**Met4 routing**

Scale bar: 50 microns. Supply wires on this layer in gray.
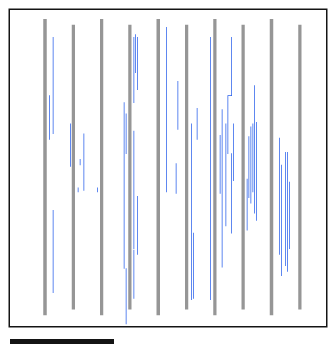
**Register map, names as in the netlist**

Other sequential cells in the stronger gray, the rest of the logic in the fainter gray.
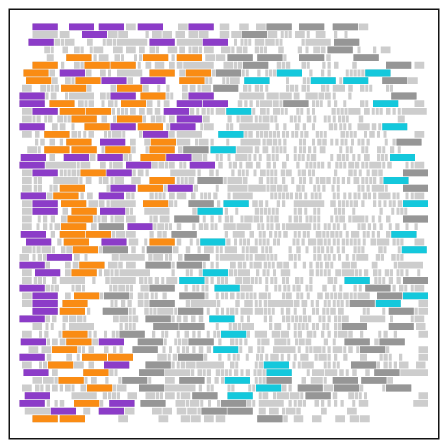
**Signal metal coverage by tile**

Scale bar: 50 microns. The die is cut into 30 by 30 equal tiles; dark purple is low, yellow is high, scaled to the fullest tile. Values are wire area over tile area, all layers added.
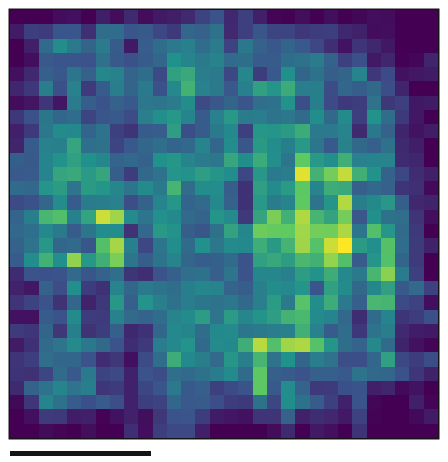
[src/rtl/barrett_const_gen.sv]
// Barrett constant generator: mu = floor(2^(2N)/M) and 2^(2N) mod M by
// restoring division, one quotient bit per clock.
module barrett_const_gen #(
    parameter int N = 32
) (
    input  logic           clk,
    input  logic           rst_n,
    input  logic           start,
    input  logic [N-1:0]   M_in,
    output logic           busy,
    output logic           done,
    output logic           err,
    output logic [2*N-1:0] const_out,
    output logic [N-1:0]   rem_out
);

    localparam int CW = $clog2(2*N+1);
    localparam logic [CW-1:0] CNT_TOP = CW'(2*N);
    localparam logic [CW-1:0] CNT_ONE = CW'(1);

    localparam logic [1:0] S_IDLE = 2'd0;
    localparam logic [1:0] S_CALC = 2'd1;
    localparam logic [1:0] S_FIN  = 2'd2;

    logic [1:0]     state_q, state_d;
    logic [CW-1:0]  cnt_q, cnt_d;
    logic [N-1:0]   m_q, m_d;
    logic [N:0]     r_q, r_d;
    logic [2*N:0]   q_q, q_d;
    logic           busy_q, busy_d;
    logic           done_q, done_d;
    logic           err_q, err_d;
    logic [2*N-1:0] const_q, const_d;
    logic [N-1:0]   rem_q, rem_d;

    logic           d_bit;
    logic           take;
    logic [N:0]     m_ext;
    logic [N:0]     r_shift;
    logic [N:0]     r_next;
    logic [2*N:0]   q_next;

    always_comb begin
        // The dividend 2^(2N) contributes its single 1 on the first iteration only.
        d_bit   = (cnt_q == CNT_TOP);
        m_ext   = {1'b0, m_q};
        r_shift = (r_q << 1) | {{N{1'b0}}, d_bit};
        take    = (r_shift >= m_ext);
        r_next  = take ? (r_shift - m_ext) : r_shift;
        q_next  = (q_q << 1) | {{2*N{1'b0}}, take};

        state_d = state_q;
        cnt_d   = cnt_q;
        m_d     = m_q;
        r_d     = r_q;
        q_d     = q_q;
        busy_d  = busy_q;
        done_d  = 1'b0;
        err_d   = err_q;
        const_d = const_q;
        rem_d   = rem_q;

        case (state_q)
            S_IDLE: begin
                if (start) begin
                    m_d = M_in;
                    r_d = '0;
                    q_d = '0;
                    if (M_in[N-1:1] == '0) begin
                        // Moduli 0 and 1 have no meaningful constant: saturate and flag.
                        state_d = S_FIN;
                        done_d  = 1'b1;
                        err_d   = 1'b1;
                        const_d = '1;
                        rem_d   = '0;
                    end else begin
                        state_d = S_CALC;
                        cnt_d   = CNT_TOP;
                        busy_d  = 1'b1;
                    end
                end
            end
            S_CALC: begin
                r_d = r_next;
                q_d = q_next;
                if (cnt_q == '0) begin
                    // Quotient bit 2N is always 0 for M >= 2 and is dropped.
                    state_d = S_FIN;
                    busy_d  = 1'b0;
                    done_d  = 1'b1;
                    err_d   = 1'b0;
                    const_d = q_next[2*N-1:0];
                    rem_d   = r_next[N-1:0];
                end else begin
                    cnt_d = cnt_q - CNT_ONE;
                end
            end
            S_FIN: begin
                state_d = S_IDLE;
            end
            default: begin
                state_d = S_IDLE;
            end
        endcase
    end

    always_ff @(posedge clk or negedge rst_n) begin
        if (!rst_n) begin
            state_q <= S_IDLE;
            cnt_q   <= '0;
            m_q     <= '0;
            r_q     <= '0;
            q_q     <= '0;
            busy_q  <= 1'b0;
            done_q  <= 1'b0;
            err_q   <= 1'b0;
            const_q <= '0;
            rem_q   <= '0;
        end else begin
            state_q <= state_d;
            cnt_q   <= cnt_d;
            m_q     <= m_d;
            r_q     <= r_d;
            q_q     <= q_d;
            busy_q  <= busy_d;
            done_q  <= done_d;
            err_q   <= err_d;
            const_q <= const_d;
            rem_q   <= rem_d;
        end
    end

    assign busy      = busy_q;
    assign done      = done_q;
    assign err       = err_q;
    assign const_out = const_q;
    assign rem_out   = rem_q;

endmodule

[config.mk]
export PLATFORM = sky130hd
export DESIGN_NAME = barrett_const_gen
export DESIGN_NICKNAME = d
export VERILOG_FILES = /design/src/rtl/barrett_const_gen.sv
export SDC_FILE = /design/constraint.sdc
export NUM_CORES = 1
export LEC_CHECK = 0
export ABC_AREA = 1
export CAP_MARGIN = 20
export CORE_MARGIN = 3
export CORE_UTILIZATION = 57
export CTS_BUF_LIST = sky130_fd_sc_hd__clkbuf_4 sky130_fd_sc_hd__clkbuf_8 sky130_fd_sc_hd__clkbuf_16
export CTS_CLUSTER_SIZE = 16
export DETAILED_ROUTE_END_ITERATION = 6
export GPL_ROUTABILITY_DRIVEN = 0
export GPL_TIMING_DRIVEN = 0
export PLACE_DENSITY_LB_ADDON = 0.12
export SLEW_MARGIN = 20
export SYNTH_ARGS = -nofsm -noshare
export SYNTH_HDL_FRONTEND = slang
export SYNTH_SLANG_ARGS = --single-unit
[constraint.sdc]
create_clock -name clk -period 2.8 [get_ports clk]
set_input_delay 0.56 -clock clk [delete_from_list [all_inputs] [get_ports clk]]
set_output_delay 0.56 -clock clk [all_outputs]
set_load 0.005 [all_outputs]
==> run summary <==
Results of the full flow below.

Outcome:
- The run finished with clean final reports.

Global route:
- Entering global routing, the biggest net connects 105 pins.
- The global route stage reports its total congestion overflow as 0.
- The run gives the number of antenna violations at the first check in global routing as 2.

Place:
- The run gives the worst setup slack before clock tree synthesis as -310.7 ps.

Synth:
- The mapped netlist covers 12060 sq um.
- The run puts the adder and majority cell fraction of the synthesized area at 0.03589.
- The run gives the mux contribution to synthesized area as 0.
- The run gives the simple-gate share of the synthesized area as 0.2704.
- The run gives the number of nets in the synthesized netlist as 1648.
- The run gives the cell type with the largest total area as dfrtp_1.

Routing:
- Signal nets in the final route climb as high as met5.
- The run puts the detailed router's first-iteration violation count at about 680.

Critical path:
- The run gives the critical path launch point type as a flip-flop.
- The report lists the cells along the critical path as inv_2 -> ha_4 -> nand2_2 -> nor3_4 -> inv_2 -> ha_4 -> nand2_2 -> nor2_1 -> nand2_1 -> nor2_1 -> nand2_1 -> nand2_2 -> a21oi_4 -> buf_12 -> nand2_8 -> buf_8 -> nand2_2 -> nand2_1 -> nand2_1 -> nand2_1.
- The timing report attributes the biggest portion of critical-path delay to simple AND/OR/NAND/NOR gates.
- The run puts the maximum fanout along the worst path at 10.
- Per the post-run analysis, buffers plus inverters along the critical path come to 4.

Power and ir drop:
- The dominant power group in this design is combinational cells.
- The run puts the power drawn by the combinational cells at 12300 uW.
- The run puts the clock group power at ~3600 uW.
- The run puts the peak supply drop at 809.3 uV.
- The run puts the power after layout at 21620 uW.

Finish:
- 1029 cells are multi-input combinational gates.
- By instance count after routing, the leading logic cell types are nand2_1 (505), inv_1 (245), dfrtp_1 (235).
- The run puts the non-filler instance count after layout at between 2000 and 2500.
- The run gives the final core utilization as 0.7241.
- Leaving out the clock tree, the finished layout contains an inverter count of 254.
- Per the run report, area growth between synthesis and finish was 23.03%.
- By area, sequential cells come first.

Worst hold path:
- The worst hold path begins at rem_out[19].

Clock network:
- TritonCTS built the clock tree.
- The run gives the clock-pin slew on the worst setup and hold paths as 60 ps.

STA:
- Setup slack closes at between 200 and 250 ps.
Back to the opening pictures, 'met4 routing':
share of all routed wire	5.0%
nets with wire on the layer	33
main direction	vertical
wire length on this layer	1600 microns
longest straight run	126 microns
vias after detailed routing: 10670
Final Routed Wirelength: 31820 microns

Back to the opening pictures, 'register map, names as in the netlist':
color	name in the netlist	sequential cells
orange	q_q	63
purple	const_out	64
cyan	r_q	32
not colored	76

Back to the opening pictures, 'signal metal coverage by tile':
tiles over half the peak	16%
fullest tile	0.71
mean over tiles	0.23
nearly empty tiles	6.4%
global-route total usage across every layer: 0.2840
detail-routed net length per standard cell: 15.65 microns

==> synthesized netlist by cell type <==
cell,instances
clkbuf_1,32
fa_1,1
nor3_1,9
o21ai_2,1
buf_1,1
clkinv_1,1
o22ai_1,62
nor2_2,8
o21ai_1,1
nor2_4,1
a21oi_4,1
nand2_8,1
nand2_1,512
nand3_1,101
a21oi_1,53
dfrtp_1,235
buf_4,4
xor2_1,17
or2_2,1
nand3_2,1
inv_2,4
ha_1,33
buf_2,21
o21bai_1,1
nand4_1,10
a21o_1,1
nor4_1,3
nor2_1,118
buf_8,2
o21ai_0,38
buf_12,1
and2_1,7
a31oi_1,30
inv_1,249
nand2_2,17
nand3_4,1
==> worst min-delay path, cell delays in order, from the launching register on <==
cell and delay (ps):
dfrtp_1 340, nand2_1 50, nand2_1 50
Power figures rest on the tool's default switching activity, not on a simulated workload.
